## src/rtl/imm_pkg.sv

```systemverilog
// rtl/imm_pkg.sv - shared types, widths, range limits and packing helper for imm_pack
package imm_pkg;

  localparam int INSTR_W = 34;
  localparam int DATA_W  = 18;
  localparam int FIELD_W = 16;

  typedef enum logic [1:0] {
    IMM_10   = 2'b00,
    IMM_16   = 2'b01,
    IMM_2    = 2'b10,
    IMM_NONE = 2'b11
  } imm_src_t;

  localparam int IMM2_MIN  = -2;
  localparam int IMM2_MAX  = 1;
  localparam int IMM10_MIN = -512;
  localparam int IMM10_MAX = 511;
  localparam int IMM16_MIN = -32768;
  localparam int IMM16_MAX = 32767;

  // Replace the low bits of the template with the field; unencodable clears [15:0].
  function automatic logic [INSTR_W-1:0] pack_field(
    input logic [INSTR_W-1:0] tmpl,
    input imm_src_t           src,
    input logic [FIELD_W-1:0] field
  );
    logic [INSTR_W-1:0] r;
    case (src)
      IMM_2:   r = {tmpl[INSTR_W-1:2], field[1:0]};
      IMM_10:  r = {tmpl[INSTR_W-1:10], field[9:0]};
      IMM_16:  r = {tmpl[INSTR_W-1:16], field};
      default: r = {tmpl[INSTR_W-1:16], 16'h0000};
    endcase
    return r;
  endfunction

endpackage

```

## src/rtl/imm_classify.sv

```systemverilog
// rtl/imm_classify.sv - picks the narrowest format that sign-extends back to the immediate
module imm_classify
  import imm_pkg::*;
(
  input  logic [DATA_W-1:0]  imm,
  output imm_src_t           src,
  output logic [FIELD_W-1:0] field
);

  logic signed [31:0] v;

  // Narrowest-first range test; field carries only the bits the chosen format keeps.
  always_comb begin
    v     = 32'(signed'(imm));
    src   = IMM_NONE;
    field = '0;
    if (v >= IMM2_MIN && v <= IMM2_MAX) begin
      src   = IMM_2;
      field = {14'h0, imm[1:0]};
    end else if (v >= IMM10_MIN && v <= IMM10_MAX) begin
      src   = IMM_10;
      field = {6'h0, imm[9:0]};
    end else if (v >= IMM16_MIN && v <= IMM16_MAX) begin
      src   = IMM_16;
      field = imm[15:0];
    end
  end

endmodule

```

## src/rtl/imm_pack.sv

```systemverilog
// rtl/imm_pack.sv - 2-stage elastic immediate encoder; IMM_PACK_STATS_EN adds per-format counters
module imm_pack
  import imm_pkg::*;
#(
  parameter int CNT_W = 8
) (
  input  logic               clk,
  input  logic               rst,
  input  logic               in_valid,
  output logic               in_ready,
  input  logic [DATA_W-1:0]  in_imm,
  input  logic [INSTR_W-1:0] in_tmpl,
  output logic               out_valid,
  input  logic               out_ready,
  output logic [INSTR_W-1:0] out_instr,
  output logic [1:0]         out_imm_src,
  output logic               out_err,
  output logic [CNT_W-1:0]   err_cnt
`ifdef IMM_PACK_STATS_EN
  ,
  output logic [CNT_W-1:0]   cnt_short,
  output logic [CNT_W-1:0]   cnt_mid,
  output logic [CNT_W-1:0]   cnt_wide
`endif
);

  imm_src_t           cls_src;
  logic [FIELD_W-1:0] cls_field;

  logic               s1_valid;
  imm_src_t           s1_src;
  logic [FIELD_W-1:0] s1_field;
  logic [INSTR_W-1:0] s1_tmpl;

  logic s2_load;
  logic accept;

  imm_classify u_classify (
    .imm   (in_imm),
    .src   (cls_src),
    .field (cls_field)
  );

  // in_ready depends only on registered state and out_ready, never on in_valid.
  assign s2_load  = !out_valid || out_ready;
  assign in_ready = !s1_valid || s2_load;
  assign accept   = in_valid && in_ready;

  // Stage 1: capture classification, field and template of the accepted beat.
  always_ff @(posedge clk) begin
    if (rst) begin
      s1_valid <= 1'b0;
      s1_src   <= IMM_NONE;
      s1_field <= '0;
      s1_tmpl  <= '0;
    end else if (in_ready) begin
      s1_valid <= in_valid;
      if (in_valid) begin
        s1_src   <= cls_src;
        s1_field <= cls_field;
        s1_tmpl  <= in_tmpl;
      end
    end
  end

  // Stage 2: output register; holds steady while the consumer stalls.
  always_ff @(posedge clk) begin
    if (rst) begin
      out_valid   <= 1'b0;
      out_instr   <= '0;
      out_imm_src <= IMM_NONE;
      out_err     <= 1'b0;
    end else if (s2_load) begin
      out_valid <= s1_valid;
      if (s1_valid) begin
        out_instr   <= pack_field(s1_tmpl, s1_src, s1_field);
        out_imm_src <= s1_src;
        out_err     <= (s1_src == IMM_NONE);
      end
    end
  end

  // Error counter counts unencodable beats at acceptance and sticks at all-ones.
  always_ff @(posedge clk) begin
    if (rst) begin
      err_cnt <= '0;
    end else if (accept && cls_src == IMM_NONE && err_cnt != '1) begin
      err_cnt <= err_cnt + 1'b1;
    end
  end

`ifdef IMM_PACK_STATS_EN
  // Per-format statistics, saturating, counted at acceptance.
  always_ff @(posedge clk) begin
    if (rst) begin
      cnt_short <= '0;
      cnt_mid   <= '0;
      cnt_wide  <= '0;
    end else if (accept) begin
      if (cls_src == IMM_2 && cnt_short != '1) cnt_short <= cnt_short + 1'b1;
      if (cls_src == IMM_10 && cnt_mid != '1) cnt_mid <= cnt_mid + 1'b1;
      if (cls_src == IMM_16 && cnt_wide != '1) cnt_wide <= cnt_wide + 1'b1;
    end
  end
`endif

endmodule

```

## config.mk

```make
export PLATFORM = sky130hd
export DESIGN_NAME = imm_pack
export DESIGN_NICKNAME = d
export VERILOG_FILES = /design/src/rtl/imm_pkg.sv /design/src/rtl/imm_classify.sv /design/src/rtl/imm_pack.sv
export SDC_FILE = /design/constraint.sdc
export NUM_CORES = 1
export LEC_CHECK = 0
export ABC_CLOCK_PERIOD_IN_PS = 5000
export CAP_MARGIN = 15
export CORE_UTILIZATION = 52
export DETAILED_ROUTE_END_ITERATION = 6
export MAX_ROUTING_LAYER = met4
export PLACE_DENSITY = 0.87
export SLEW_MARGIN = 20
export SYNTH_ARGS = -nofsm -noshare
export SYNTH_HDL_FRONTEND = slang
export SYNTH_HIERARCHICAL = 1
export SYNTH_SLANG_ARGS = --single-unit
```

## constraint.sdc

```tcl
create_clock -name clk -period 5 [get_ports clk]
set_clock_uncertainty 0.2 [all_clocks]
set_input_delay 1.25 -clock clk [delete_from_list [all_inputs] [get_ports clk]]
set_output_delay 1.25 -clock clk [all_outputs]
set_load 0.03 [all_outputs]
```

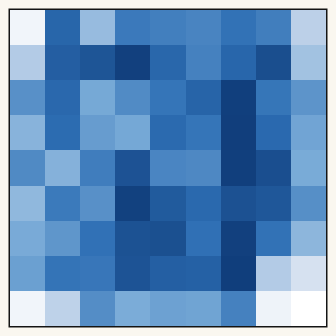
Run 1: placement density heat map
The die is cut into 9 by 9 equal tiles; white is low, dark blue is high, 0 to 100% covered.
mean over tiles	64%
nearly empty tiles	1.2%
fullest tile	94%
tiles over 75% full	36%

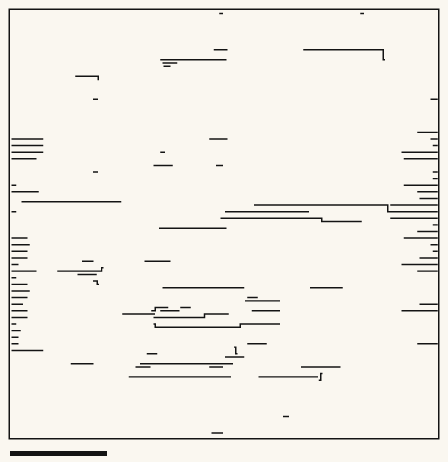
Run 1: signal wires on met3
Bar = 20 µm.
longest straight run	27.4 µm
main direction	horizontal
met3 usage: 3.20%
via count: 3657

==> ci_impl_report.md, run 1 <==
## PnR job results

| Metric | Value |
|---|---|
| Status | `finished clean` |
| CP Launch Type | `input port` |
| N_taps | `99` |
| Yosys simple share | `29.3%` |
| Async SR Flop Fraction | `0%` |
| Signal buf overhead | `20.1%` |
| DR WL met3 | `551 µm` |
| Clock group power | `0.000613 W` |
| Die area | `0.00776 mm²` |
| CLK BUF | `10` |
| Dpl hpwl | `6230 µm` |
| Later-pin clock latency in the skew report | `0.35 ns` |
| CP Class | `in2out` |
| FILL cells | `580` |
| Slew @ Worst Pin | `0.999 ns` |
| Mapped Cells | `483` |
| Vias/cell | `5.46` |
| Seq/total area | `38.0%` |
| Hold buffer count at CTS | `0` |
| DRC viols | `0` |
| Worst slack, placed | `0.779 ns` |
| Seq_cells | `97` |
| Iteration tally of the first detailed-router pass | `5` |
| Vias in the first global route | `3372` |
| Post-synth seq share | `50.4%` |
| Total global routing overflow | `0` |
| Tmin final | `4.23 ns` |
| LEAKAGE | `1.84 nW` |
| RSZ-0062 raised after global routing | `false` |
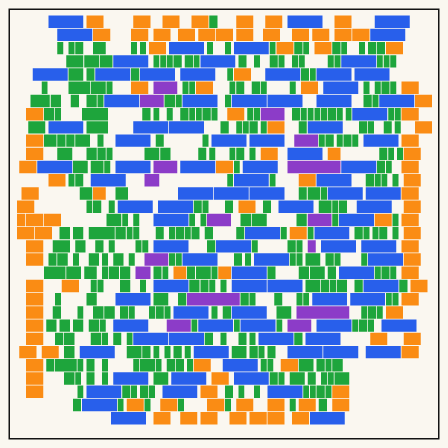
Run 1: cells colored by class
class	color	cells	share of their area
all other logic	green	354	35%
flops	blue	97	39%
clock drivers and dummy loads	purple	16	5.0%
other buffers and delay cells	orange	104	21%
post-layout util: 70.8%
Finished Cell Area: 0.00511 mm²
Core Footprint: 0.00721 mm²

run 1: metrics by stage:
stage | power, W | utilization [%] | hold WS, ns | cell area, µm²
floorplan | 0.000963 | - | 0.232 | 3850
global placement | 0.00105 | 67.4 | 0.235 | 4860
detailed placement | 0.00106 | 67.4 | 0.242 | 4860
CTS | 0.00167 | 70.8 | 0.250 | 5110
global route | 0.00172 | 70.8 | 0.271 | 5110
finish | 0.00166 | 70.8 | 0.249 | 5110
run 1: worst max path at each step:
stage,startpoint,to,slack (ns),cells after the start
after floorplan,in_imm[14],err_cnt[5],1.81,7
after global placement,out_ready,in_ready,0.78,4
after detailed placement,out_ready,in_ready,0.78,4
after CTS,out_ready,in_ready,0.76,4
after global routing,out_ready,in_ready,0.73,4
final,out_ready,in_ready,0.77,4
run 1: state kept, by name, summed over array words and instances, names as in the netlist:
signal       flops
s1_valid         1
err_cnt          8
s1_field        16
out_imm_src      2
s1_src           2
s1_tmpl         32
out_valid        1
out_instr       34
out_err          1
run 1: synth_stat cells, types with 2 or more instances:
| library cell | instances |
|---|---|
| nand2_1 | 147 |
| dfxtp_1 | 97 |
| a21oi_1 | 70 |
| nor2_1 | 29 |
| clkbuf_1 | 20 |
| nor3_1 | 19 |
| and2_1 | 12 |
| nand3_1 | 11 |
| nor2b_1 | 11 |
| a221oi_1 | 8 |
| buf_2 | 7 |
| a311oi_1 | 6 |
| nand3b_1 | 3 |
| a211oi_1 | 2 |
| a31oi_1 | 2 |
| and3_1 | 2 |
| and3b_1 | 2 |
| and4_1 | 2 |
| buf_1 | 2 |
| buf_4 | 2 |
| inv_1 | 2 |
| nand2b_1 | 2 |
| nand4_1 | 2 |
| nor4_1 | 2 |
| xnor2_1 | 2 |
==> run 2: changes to the inputs <==
--- a/config.mk
+++ b/config.mk
@@ -5,12 +5,12 @@
 export SDC_FILE = /design/constraint.sdc
 export NUM_CORES = 1
 export LEC_CHECK = 0
-export ABC_CLOCK_PERIOD_IN_PS = 5000
+export ABC_CLOCK_PERIOD_IN_PS = 4200
 export CAP_MARGIN = 15
-export CORE_UTILIZATION = 52
+export CORE_UTILIZATION = 48
 export DETAILED_ROUTE_END_ITERATION = 6
 export MAX_ROUTING_LAYER = met4
-export PLACE_DENSITY = 0.87
+export PLACE_DENSITY = 0.81
 export SLEW_MARGIN = 20
 export SYNTH_ARGS = -nofsm -noshare
 export SYNTH_HDL_FRONTEND = slang
==> constraint.sdc (replaced) <==
create_clock -name clk -period 4.2 [get_ports clk]
set_clock_uncertainty 0.2 [all_clocks]
set_input_delay 1.05 -clock clk [delete_from_list [all_inputs] [get_ports clk]]
set_output_delay 1.05 -clock clk [all_outputs]
set_load 0.03 [all_outputs]
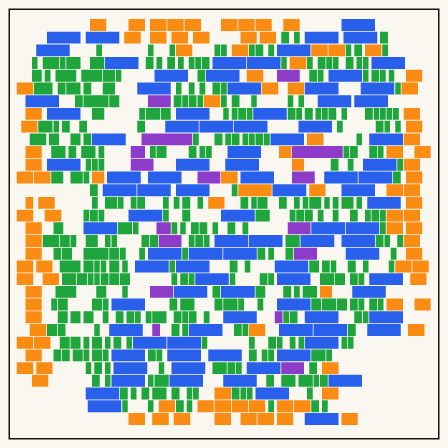
Run 2: cells colored by class
class	color	cells	share of their area
all other logic	green	354	36%
other buffers and delay cells	orange	105	21%
flops	blue	97	39%
clock drivers and dummy loads	purple	16	4.5%

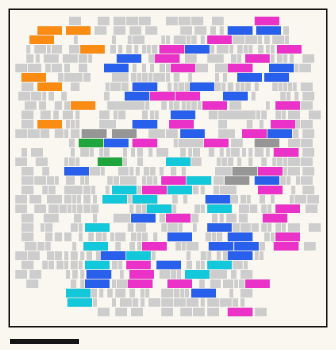
Run 2: sequential cells grouped by signal name
Bar = 20 µm. Other sequential cells in the stronger gray, the rest of the logic in the fainter gray.
name in the netlist	color	sequential cells
s1_src	green	2
s1_tmpl	blue	32
s1_field	cyan	16
err_cnt	orange	8
out_instr	magenta	34
not colored	5

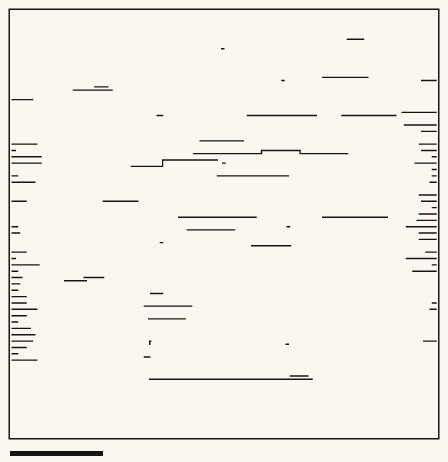
Run 2: signal wires on met3
Bar = 20 µm.
via count: 3515
met3 usage: 2.93%
Detailed Route WL: 8950 µm

==> ci_impl_report.md, run 2 <==
## PnR job results

| Metric | Value |
|---|---|
| Status | `finished clean` |
| Die area | `0.00839 mm²` |
| WP depth | `4` |
| Later-pin clock latency in the skew report | `0.35 ns` |
| FILL cells | `656` |
| CP Class | `in2out` |
| Peak supply drop | `0.189 mV` |
| Port Buffers | `100` |
| Die X | `91.6 µm` |
| Core Footprint | `0.00773 mm²` |
| Dpl hpwl | `6020 µm` |
| Vias in the first global route | `3066` |
| Post-synth seq share | `50.4%` |
| Async SR Flop Fraction | `0%` |
| DRC viols | `0` |
| Fmax | `262 MHz` |
| Top flop regs | `out_instr x34, s1_tmpl x32, s1_field x16` |
| Antenna diode count | `0` |
| Top reg by flops | `out_instr` |
| Hold Path End | `out_instr[17]` |
| Max reg flops | `34` |
| Setup violators final | `0` |
| Iteration tally of the first detailed-router pass | `4` |
| Synth cell count leaders | `nand2_1, dfxtp_1, a21oi_1` |
| GR Util met2 | `33.8%` |
| CP Data Required Time | `2.95 ns` |
| Worst slack, placed | `0.385 ns` |
| Worst Min Path Start | `s1_tmpl[17]` |
| Total global routing overflow | `0` |
| Post-CTS setup repair buffer count | `0` |
| Slowest CP cell | `clkdlybuf4s50_1` |
| RSZ-0062 raised after global routing | `false` |
| Tmin final | `3.82 ns` |
| Max incr delay on CP | `0.67 ns` |
| Hold buffer count at CTS | `0` |
| CP Launch Type | `input port` |
| Placed Area | `0.00488 mm²` |
| Netlist cell types | `44` |
| Post-layout util | `66.1%` |
| P per Cell Area | `374 mW/mm²` |
| Syn Nets | `540` |
| CTS-repair resized insts | `0` |
| Mapped Cells | `483` |
| Most frequent cell after synthesis | `nand2_1` |
| Slew @ Worst Pin | `0.919 ns` |
| Cell row count | `32` |
| First-pass GRT wire length | `14800 µm` |
| LEAKAGE | `1.84 nW` |
| Vias/cell | `5.22` |
| Post-Syn Area | `0.00385 mm²` |
run 2: cell counts after synthesis:
No cell type changed its count.
run 2: cell families after synthesis:
logic type	synth area share, %
AOI/OAI and AO/OA	14.9
adders and majority gates	0.325
buffers and inverters	4.03
muxes	0.552
xor gates and xnor gates	0.455
and+or+nand+nor	29.3
DFF	50.4
run 2: power groups by stage:
| stage | Sequential, W | Clock, W | Combinational, W |
|---|---|---|---|
| after floorplan | 0.00103 | 0 | 0.000113 |
| after global placement | 0.00100 | 0 | 0.000254 |
| after detailed placement | 0.00101 | 0 | 0.000258 |
| after CTS | 0.000985 | 0.000676 | 0.000259 |
| after global routing | 0.000991 | 0.000720 | 0.000282 |
| final | 0.000985 | 0.000669 | 0.000257 |
run 2: routing by layer:
metal	share of wire [%]	vias up
met4	1.6	0
met5	0	-
met3	4.8	15
met1	48	1602
li1	-	1793
met2	46	105
run 2: worst max-delay path by stage:
stage | startpoint | to
2_1_floorplan | in_imm[14] | err_cnt[5]
3_3_place_gp | out_ready | in_ready
3_5_place_dp | out_ready | in_ready
4_1_cts | out_ready | in_ready
5_1_grt | out_ready | in_ready
6_report | out_ready | in_ready
run 2: per-stage QoR:
step	power [W]	hold slack [ns]
detailed placement	0.00126	0.243
finish	0.00191	0.252
global placement	0.00126	0.235
floorplan	0.00115	0.232
CTS	0.00192	0.255
global route	0.00199	0.274
run 2: layout make-up:
class | count | area (µm²) | share of cell area, %
Timing Repair Buffer | 105 | 1050 | 20.5
Clock buffer | 10 | 138 | 2.69
Tap cell | 102 | 128 | 2.50
Sequential cell | 97 | 1940 | 38.0
Multi-Input combinational cell | 351 | 1760 | 34.4
Inverter | 3 | 11.3 | 0.220
Clock inverter | 6 | 87.6 | 1.71
==> run 3: changes to the inputs <==
--- a/config.mk
+++ b/config.mk
@@ -8,6 +8,7 @@
 export ABC_CLOCK_PERIOD_IN_PS = 4200
 export CAP_MARGIN = 15
 export CORE_UTILIZATION = 48
+export CTS_CLUSTER_SIZE = 28
 export DETAILED_ROUTE_END_ITERATION = 6
 export MAX_ROUTING_LAYER = met4
 export PLACE_DENSITY = 0.81
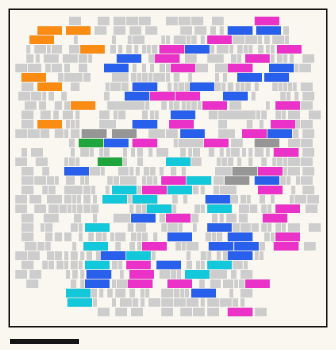
Run 3: sequential cells grouped by signal name
Bar = 20 µm. Other sequential cells in the stronger gray, the rest of the logic in the fainter gray.
name in the netlist	color	sequential cells
out_instr	magenta	34
s1_src	green	2
err_cnt	orange	8
s1_field	cyan	16
s1_tmpl	blue	32
not colored	5
Seq. cell area: 0.00194 mm²
P_seq: 0.000985 W
post-layout util: 66.1%

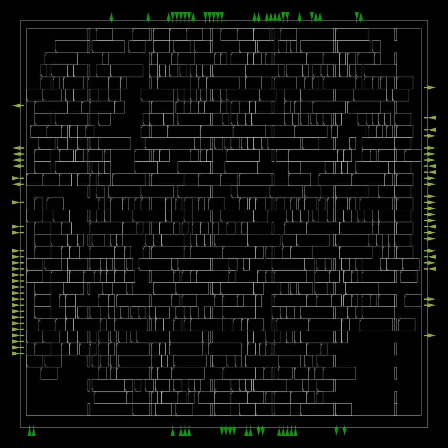
Run 3: cell outlines without signal wires
cell row count: 32
Core Footprint: 0.00773 mm²
Seq/total area: 38.0%

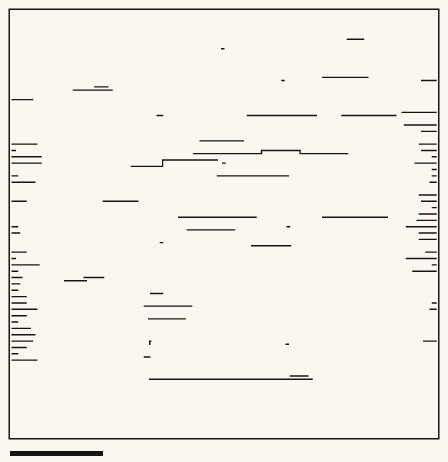
Run 3: signal wires on met3
Bar = 20 µm.

==> ci_impl_report.md, run 3 <==
## PnR job results

| Metric | Value |
|---|---|
| Mapped Cells | `483` |
| Antenna diode count | `0` |
| Post-Syn Area | `0.00385 mm²` |
| Most frequent cell after synthesis | `nand2_1` |
| Hold Crit Depth | `2` |
| Dpl hpwl | `6020 µm` |
| Slew @ Worst Pin | `0.919 ns` |
| RSZ-0062 raised after global routing | `false` |
| Top reg by flops | `out_instr` |
| Synth cell count leaders | `nand2_1, dfxtp_1, a21oi_1` |
| Async SR Flop Fraction | `0%` |
| Slowest CP cell | `clkdlybuf4s50_1` |
| Hold Path End | `out_instr[17]` |
| CTS tree | `built` |
| CTS-repair resized insts | `0` |
| Netlist cell types | `44` |
| Die X | `91.6 µm` |
| P_sw | `0.000481 W` |
| Vias in the first global route | `3066` |
| Detailed Route WL | `8950 µm` |
| DRC viols | `0` |
| Status | `finished clean` |
| LEAKAGE | `1.84 nW` |
| WP depth | `4` |
| Die area | `0.00839 mm²` |
| Syn Nets | `540` |
| CP Class | `in2out` |
| CP Capture Point | `in_ready` |
| Peak supply drop | `0.189 mV` |
| Switching fraction of total power | `25.2%` |
| Later-pin clock latency in the skew report | `0.35 ns` |
| Top flop regs | `out_instr x34, s1_tmpl x32, s1_field x16` |
| Total global routing overflow | `0` |
| Post-CTS setup repair buffer count | `0` |
| Fmax | `262 MHz` |
| Max incr delay on CP | `0.67 ns` |
| Max reg flops | `34` |
| Vias/cell | `5.22` |
| Iteration tally of the first detailed-router pass | `4` |
| P per Cell Area | `374 mW/mm²` |
| CP delay by family, top | `buffers and inverters` |
| Port Buffers | `100` |
| Setup violators final | `0` |
| Via count | `3515` |
| CP Launch Type | `input port` |
| Pre-Place Util | `49.9%` |
| CP Data Required Time | `2.95 ns` |
| Worst Min Path Start | `s1_tmpl[17]` |
==> run 3: metrics by stage <==
step                      worst slack, ns  total power, W  instance area (µm²)  cells  hold slack [ns]
after floorplan                      1.21         0.00115                 3850    483            0.232
after global routing                0.326         0.00199                 5110    674            0.274
final                               0.380         0.00191                 5110    674            0.252
after CTS                           0.373         0.00192                 5110    674            0.255
after global placement              0.383         0.00126                 4880    658            0.235
after detailed placement            0.385         0.00126                 4880    658            0.243
==> run 3: area by class of cell <==
cell class | instances | area (µm²)
Clock inverter | 6 | 87.6
Clock buffer | 10 | 138
Inverter | 3 | 11.3
Fill cell | 656 | 2620
Sequential cell | 97 | 1940
Tap cell | 102 | 128
Timing Repair Buffer | 105 | 1050
Multi-Input combinational cell | 351 | 1760
==> run 3: power groups by stage <==
stage	clock network, W	logic [W]	registers [W]
2_1_floorplan	0	0.000113	0.00103
3_3_place_gp	0	0.000254	0.00100
3_5_place_dp	0	0.000258	0.00101
4_1_cts	0.000676	0.000259	0.000985
5_1_grt	0.000720	0.000282	0.000991
6_report	0.000669	0.000257	0.000985
==> run 3: cell families (layout without fill, tap and decap cells) <==
family	Yosys count	count (layout)	share of synthesized area (%)
simple gates	251	251	29.3
flops	97	97	50.4
compound gates	95	95	14.9
buf+inv	35	124	4.03
xor+xnor	2	2	0.455
mux	2	2	0.552
fa+ha+maj	1	1	0.325
==> run 3: worst min-delay path, delay by kind of cell (launching register included) <==
kind	cells	cell delay (ns)
and+or+nand+nor	1	0.05
DFF	1	0.32
AOI/OAI and AO/OA	1	0.05
==> run 3: layer usage <==
layer  track usage [%]  up-vias  wire [µm]
li1                  -     1793          -
met1              31.7     1602       4270
met2              33.8      105       4110
met3              2.93       15        427
met4              8.20        0        140
met5                 -        -          0
Power is estimated from default activity; no workload was simulated.
